Fig. 1: clock wiring as the flow saved it
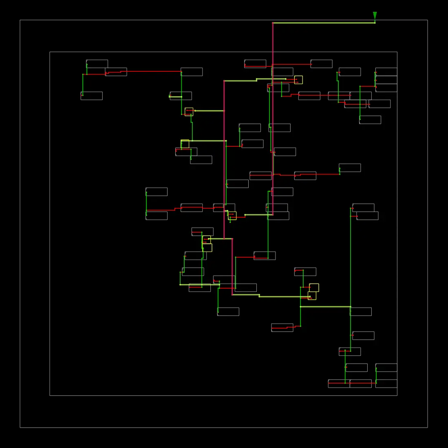
Fig. 2: gate-type map
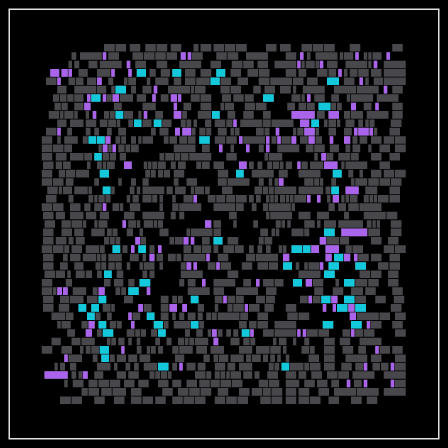
Fig. 3: routed metal per tile
The die is cut into 28 by 28 equal tiles; white is low, dark blue is high, scaled to the fullest tile. Values are wire area over tile area, all layers added.
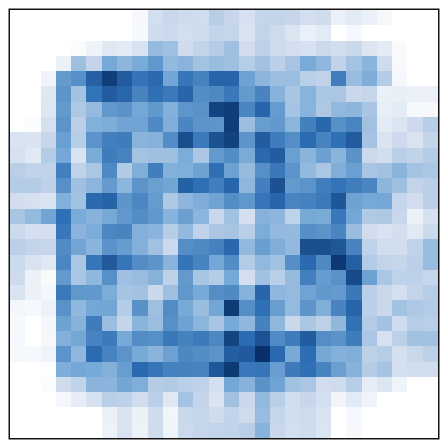
Fig. 4: layout detail
Bar = 5 um. Window x 59 to 79, y 87 to 107 um. Cells in gray, sequential cells in the stronger gray; small squares are vias.
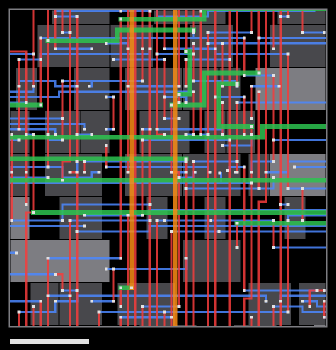
Fig. 5: I/O pins on the die edge
Bar = 50 um. Pins as bars across the die edge, other pins in gray.
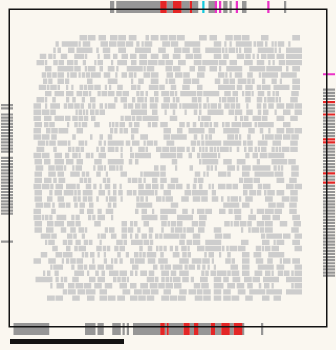
**src/rtl/writeback_unit_pkg.sv**
```systemverilog
// Shared definitions for the write-back stage of the single-cycle RISC-V core.
// Holds the major opcodes, the load funct3 encodings and the write-back FSM
// states.
package writeback_unit_pkg;

  // Major opcodes (instruction[6:0])
  localparam logic [6:0] OP_RTYPE  = 7'b0110011;
  localparam logic [6:0] OP_IARITH = 7'b0010011;
  localparam logic [6:0] OP_ILOAD  = 7'b0000011;
  localparam logic [6:0] OP_STYPE  = 7'b0100011;
  localparam logic [6:0] OP_BTYPE  = 7'b1100011;
  localparam logic [6:0] OP_JAL    = 7'b1101111;
  localparam logic [6:0] OP_JALR   = 7'b1100111;
  localparam logic [6:0] OP_LUI    = 7'b0110111;
  localparam logic [6:0] OP_AUIPC  = 7'b0010111;
  localparam logic [6:0] OP_ECALL  = 7'b1110011;

  // Load funct3 (instruction[14:12])
  localparam logic [2:0] F3_LB  = 3'b000;
  localparam logic [2:0] F3_LH  = 3'b001;
  localparam logic [2:0] F3_LW  = 3'b010;
  localparam logic [2:0] F3_LBU = 3'b100;
  localparam logic [2:0] F3_LHU = 3'b101;

  typedef enum logic [1:0] {
    WB_IDLE     = 2'd0,
    WB_WAIT_MEM = 2'd1,
    WB_WAIT_IO  = 2'd2
  } wb_state_t;

endpackage

```
**src/rtl/writeback_unit_load_extend.sv**
```systemverilog
// load_extend: combinational byte/half/word select with sign or zero
// extension for loads.
// Ports:
//   funct3      load width/signedness
//   offset      byte offset within the word (address bits [1:0])
//   word        aligned data-memory read word
//   data        extended load value
//   misaligned  half access at an odd offset or word access at offset != 0
//   bad_funct3  funct3 is not a defined load encoding
module load_extend
  import writeback_unit_pkg::*;
#(
  parameter int unsigned XLEN = 32
) (
  input  logic [2:0]      funct3,
  input  logic [1:0]      offset,
  input  logic [XLEN-1:0] word,
  output logic [XLEN-1:0] data,
  output logic            misaligned,
  output logic            bad_funct3
);

  logic [7:0]  byte_sel;
  logic [15:0] half_sel;

  assign byte_sel = word[{offset, 3'b000} +: 8];
  assign half_sel = word[{offset[1], 4'b0000} +: 16];

  always_comb begin
    data       = '0;
    misaligned = 1'b0;
    bad_funct3 = 1'b0;
    case (funct3)
      F3_LB:  data = {{(XLEN-8){byte_sel[7]}}, byte_sel};
      F3_LBU: data = {{(XLEN-8){1'b0}}, byte_sel};
      F3_LH: begin
        data       = {{(XLEN-16){half_sel[15]}}, half_sel};
        misaligned = offset[0];
      end
      F3_LHU: begin
        data       = {{(XLEN-16){1'b0}}, half_sel};
        misaligned = offset[0];
      end
      F3_LW: begin
        data       = word;
        misaligned = |offset;
      end
      default: bad_funct3 = 1'b1;
    endcase
  end

endmodule

```
**src/rtl/writeback_unit.sv**
```systemverilog
// writeback_unit: register-file write side of the single-cycle core.
// Selects and formats the write-back value from ALU/immediate/PC/memory/IO
// sources and owns the stall handshake for loads and ecall input.
// Ports:
//   clk, rst        clock, synchronous active-high reset
//   valid_in        instruction issued this cycle
//   instruction     issued instruction (opcode, rd, funct3 used)
//   pc, imm         PC and decoded immediate of the issued instruction
//   alu_result      ALU output, also the load byte address
//   mem_rdata/mem_rvalid  data-memory read word and its one-cycle valid
//   io_data/io_valid      ecall input value and its valid
//   WriteData/Write/WriteReg  register-file write port (Write is a pulse)
//   stall           hold fetch/issue while a load or ecall is outstanding
//   wb_err          one-cycle pulse on misaligned/bad load or memory timeout
module writeback_unit
  import writeback_unit_pkg::*;
#(
  parameter int unsigned XLEN        = 32,
  parameter int unsigned MEM_TIMEOUT = 16
) (
  input  logic            clk,
  input  logic            rst,
  input  logic            valid_in,
  input  logic [31:0]     instruction,
  input  logic [XLEN-1:0] pc,
  input  logic [XLEN-1:0] imm,
  input  logic [XLEN-1:0] alu_result,
  input  logic [XLEN-1:0] mem_rdata,
  input  logic            mem_rvalid,
  input  logic [XLEN-1:0] io_data,
  input  logic            io_valid,
  output logic [XLEN-1:0] WriteData,
  output logic            Write,
  output logic [4:0]      WriteReg,
  output logic            stall,
  output logic            wb_err
);

  localparam int unsigned CW = $clog2(MEM_TIMEOUT + 1);

  wb_state_t       state, state_n;
  logic [CW-1:0]   cnt, cnt_n;
  logic [4:0]      rd_q, rd_n;
  logic [2:0]      f3_q, f3_n;
  logic [1:0]      off_q, off_n;
  logic [XLEN-1:0] wdata_n;
  logic [4:0]      wreg_n;
  logic            write_n, err_n;

  logic            do_commit;
  logic [XLEN-1:0] commit_val;
  logic [4:0]      commit_rd;

  logic [6:0]      opcode;
  logic [4:0]      rd_in;
  logic [2:0]      f3_in;
  logic            unused_instr;

  logic [2:0]      ext_f3;
  logic [1:0]      ext_off;
  logic [XLEN-1:0] ext_data;
  logic            ext_misaligned, ext_bad;

  assign opcode       = instruction[6:0];
  assign rd_in        = instruction[11:7];
  assign f3_in        = instruction[14:12];
  assign unused_instr = ^instruction[31:15];

  // One extender serves both paths: in IDLE it sees the issuing load (for
  // the misalignment check), otherwise the latched load being completed.
  assign ext_f3  = (state == WB_IDLE) ? f3_in : f3_q;
  assign ext_off = (state == WB_IDLE) ? alu_result[1:0] : off_q;

  load_extend #(.XLEN(XLEN)) u_load_extend (
    .funct3     (ext_f3),
    .offset     (ext_off),
    .word       (mem_rdata),
    .data       (ext_data),
    .misaligned (ext_misaligned),
    .bad_funct3 (ext_bad)
  );

  always_ff @(posedge clk) begin
    if (rst) begin
      state     <= WB_IDLE;
      cnt       <= '0;
      rd_q      <= '0;
      f3_q      <= '0;
      off_q     <= '0;
      WriteData <= '0;
      Write     <= 1'b0;
      WriteReg  <= '0;
      wb_err    <= 1'b0;
    end else begin
      state     <= state_n;
      cnt       <= cnt_n;
      rd_q      <= rd_n;
      f3_q      <= f3_n;
      off_q     <= off_n;
      WriteData <= wdata_n;
      Write     <= write_n;
      WriteReg  <= wreg_n;
      wb_err    <= err_n;
    end
  end

  always_comb begin
    state_n    = state;
    cnt_n      = cnt;
    rd_n       = rd_q;
    f3_n       = f3_q;
    off_n      = off_q;
    err_n      = 1'b0;
    do_commit  = 1'b0;
    commit_val = '0;
    commit_rd  = rd_q;
    stall      = (state != WB_IDLE);

    case (state)
      WB_IDLE: begin
        if (valid_in) begin
          commit_rd = rd_in;
          case (opcode)
            OP_RTYPE, OP_IARITH: begin
              do_commit  = 1'b1;
              commit_val = alu_result;
            end
            OP_LUI: begin
              do_commit  = 1'b1;
              commit_val = imm;
            end
            OP_AUIPC: begin
              do_commit  = 1'b1;
              commit_val = pc + imm;
            end
            OP_JAL, OP_JALR: begin
              do_commit  = 1'b1;
              commit_val = pc + XLEN'(4);
            end
            OP_ILOAD: begin
              if (ext_misaligned) begin
                err_n = 1'b1;
              end else begin
                state_n = WB_WAIT_MEM;
                cnt_n   = '0;
                rd_n    = rd_in;
                f3_n    = f3_in;
                off_n   = alu_result[1:0];
                stall   = 1'b1;
              end
            end
            OP_ECALL: begin
              state_n = WB_WAIT_IO;
              rd_n    = rd_in;
              stall   = 1'b1;
            end
            default: ;
          endcase
        end
      end

      WB_WAIT_MEM: begin
        // mem_rvalid is tested before the limit so it wins on the last cycle
        if (mem_rvalid) begin
          state_n = WB_IDLE;
          if (ext_bad) begin
            err_n = 1'b1;
          end else begin
            do_commit  = 1'b1;
            commit_val = ext_data;
          end
        end else if (cnt == CW'(MEM_TIMEOUT - 1)) begin
          state_n = WB_IDLE;
          err_n   = 1'b1;
        end else begin
          cnt_n = cnt + CW'(1);
        end
      end

      WB_WAIT_IO: begin
        if (io_valid) begin
          state_n    = WB_IDLE;
          do_commit  = 1'b1;
          commit_val = io_data;
        end
      end

      default: state_n = WB_IDLE;
    endcase

    // x0 writes are suppressed; the write port holds its last value otherwise
    write_n = do_commit && (commit_rd != 5'd0);
    wdata_n = write_n ? commit_val : WriteData;
    wreg_n  = write_n ? commit_rd  : WriteReg;
  end

endmodule

```
**config.mk**
```make
export PLATFORM = sky130hd
export DESIGN_NAME = writeback_unit
export DESIGN_NICKNAME = d
export VERILOG_FILES = /design/src/rtl/writeback_unit_pkg.sv /design/src/rtl/writeback_unit_load_extend.sv /design/src/rtl/writeback_unit.sv
export SDC_FILE = /design/constraint.sdc
export NUM_CORES = 1
export LEC_CHECK = 0
export CORE_MARGIN = 10
export CORE_UTILIZATION = 47
export CTS_BUF_LIST = sky130_fd_sc_hd__clkbuf_4
export CTS_CLUSTER_DIAMETER = 150
export CTS_CLUSTER_SIZE = 14
export DETAILED_ROUTE_END_ITERATION = 8
export PLACE_DENSITY_LB_ADDON = 0.12
export SYNTH_ARGS = -nofsm -noshare
export SYNTH_HDL_FRONTEND = slang
export SYNTH_HIERARCHICAL = 1
export SYNTH_SLANG_ARGS = --single-unit
```
**constraint.sdc**
```tcl
create_clock -name clk -period 4.4 [get_ports clk]
set_input_delay 0.88 -clock clk [delete_from_list [all_inputs] [get_ports clk]]
set_output_delay 0.88 -clock clk [all_outputs]
set_load 0.02 [all_outputs]
```
==> run notes <==
flow finished, numbers: simple share=25.8%, post-synthesis instance area=0.00662 mm2, post-synthesis area per instance=7.33 um2, minimum hold slack=0.468 ns, DRC violations left=0, Main logic family=AND-OR/OR-AND gates, sw power=0.538 mW, placed cell count=1260, setup-violating endpoint count in the final report=0, postcts setup bufs=0, fmax=239 MHz, highest-count cells in the layout ignoring fill and taps=218 x clkdlybuf4s50_1, 106 x nand2_1, 77 x nor2_1, class of the most critical hold timing path=reg -> reg, critical path class=reg -> out, standby leakage power=3.26 nW, largest power group=combinational logic, number of warning messages in the yosys log=6, slack of the worst reg-to-reg path=0.73 ns, Final Util=65.1%, proportion of layout cells with a drive suffix above 1=6.62%, post_cts resized=0, power density of the placed cells=159 mW/mm2, sequential-cell power consumption=0.515 mW, hold path startpoint=f3_q[0], FP Rows=43, post-synthesis mux area share=5.59%, initial DRC count=901, post-synthesis sequential element count=56, Design Area, Final=0.00901 mm2, status=complete, no violations, area figure in the yosys stat output=0.00662 mm2, critical path fanouts, max=10, most crowded layer after global routing=met2, shortest clock period the worst path allows after layout=4.19 ns, clock slew seen by the registers of the worst setup and hold paths=0.19 ns, total I/O pin count=237, highest signal layer in the routed design=met4, DRT antenna net count=0, pre-CTS setup slack=0.257 ns, Reg with most FFs=WriteData, share of the clock period used by the worst path=95.2%, via/cell ratio=6.40, R2R Path End=WriteData[24], Slew @ Worst Pin=0.693 ns, Max-Slew Margin vs Limit=53.2%, area of the core=0.0138 mm2, clock tree from TritonCTS=done, residual overflow from global routing=0, Worst Hold Path Cells=2, met2 Use GR=45.0%, gp weighted congestion=0.982, Synth Net Count=1135, XOR/XNOR Fraction of Synth Area=5.29%, post-synth cell types=82, RSZ-0062 raised after global routing=false, Final Slew Violations=0, layout-stage area growth over the synthesis result=36.0%, Reg power frac=36.0%, design internal power=0.890 mW, slowest stage cell on the critical path=clkdlybuf4s50_1, arrival time of data at the critical path endpoint=3.31 ns, TritonCTS buffer count=5, count of warning messages emitted by the tools=43, Max Clock Skew=0.0263 ns, Post-synth top flop=dfxtp_1, overall chip area=0.0192 mm2, Routed met3 length=2850 um, placed cell areas=0.00894 mm2, Maximum Capacitance Violations=0, Post-CTS Hold Buffers=0, CTS root buffer=clkbuf_4, maximum resistive drop on vdd=0.0953 mV, sum of internal, switching and leakage power=1.43 mW
## Picture notes: Fig. 1
Clock buffer cells: 5
count of sequential standard cells: 56
Clock Power: 0.272 mW
clk sinks: 56

## Picture notes: Fig. 2
[purple] nor cells | cells: 133 | most used: nor2_1 | where: widely spread
[cyan] non-inverting ao/oa cells | cells: 61 | most used: a21o_1
logic share of the area: 57.4%
Top cell excl fill/tap: clkdlybuf4s50_1
non-filler cells in the finished layout: 1270

## Picture notes: Fig. 3
nearly empty tiles: 11%
fullest tile: 0.65
mean over tiles: 0.25
tiles over half the peak: 34%
DR vias: 8125
average detailed-routed wire length per instance: 22.7 um
total length of routed wires: 28800 um
overall global routing resource usage: 28.1%

## Picture notes: Fig. 4
[green] metal 3
[red] metal 2
[orange] metal 4
[blue] metal 1
sequential cells in the window: 2
netlist names of flops here include: `WriteData` (2)
cells with their middle in the window: 31
most frequent: clkdlybuf4s50_1 (5), nor2_1 (4)

## Picture notes: Fig. 5
[magenta] `WriteReg` | pins: 5 | direction: output | edge: 4 top, 1 right
[red] `io_data` | pins: 32 | direction: input | edge: 18 bottom, 8 top, 6 right
[cyan] `Write` | pins: 1 | direction: output | edge: top
all pins by edge: 85 bottom, 62 right, 55 top, 35 left
die span in x: 139 um
IO Port Bufs: 219
die extent in y: 139 um

==> synthesized netlist by cell type (13+ instances only) <==
cell	count	area share [%]
nor3_1	20	1.5
a211oi_1	26	2.9
inv_1	14	0.79
dfxtp_1	56	17
mux2i_1	19	2.9
xor2_1	23	3.0
nand3_1	29	2.2
clkbuf_1	36	2.0
buf_2	18	1.4
o21ai_0	62	4.7
ha_1	34	6.4
xnor2_1	17	2.2
nand4_1	19	1.8
a21o_1	17	1.9
nand2_1	106	6.0
a221oi_1	13	1.7
a222oi_1	30	4.5
a21oi_1	61	4.6
nor2_1	78	4.4
==> layout make-up <==
cell class              count  share of cell area (%)
multi-input cells         765                    57.4
well taps                 180                    2.50
inverters                  17                   0.709
repair buffers            242                    26.2
clock buffers               5                   0.417
diodes                      2                  0.0556
flip-flops and latches     56                    12.4
clock inverters             3                   0.278
No activity file was given, so power comes from the tool's default toggle rates.
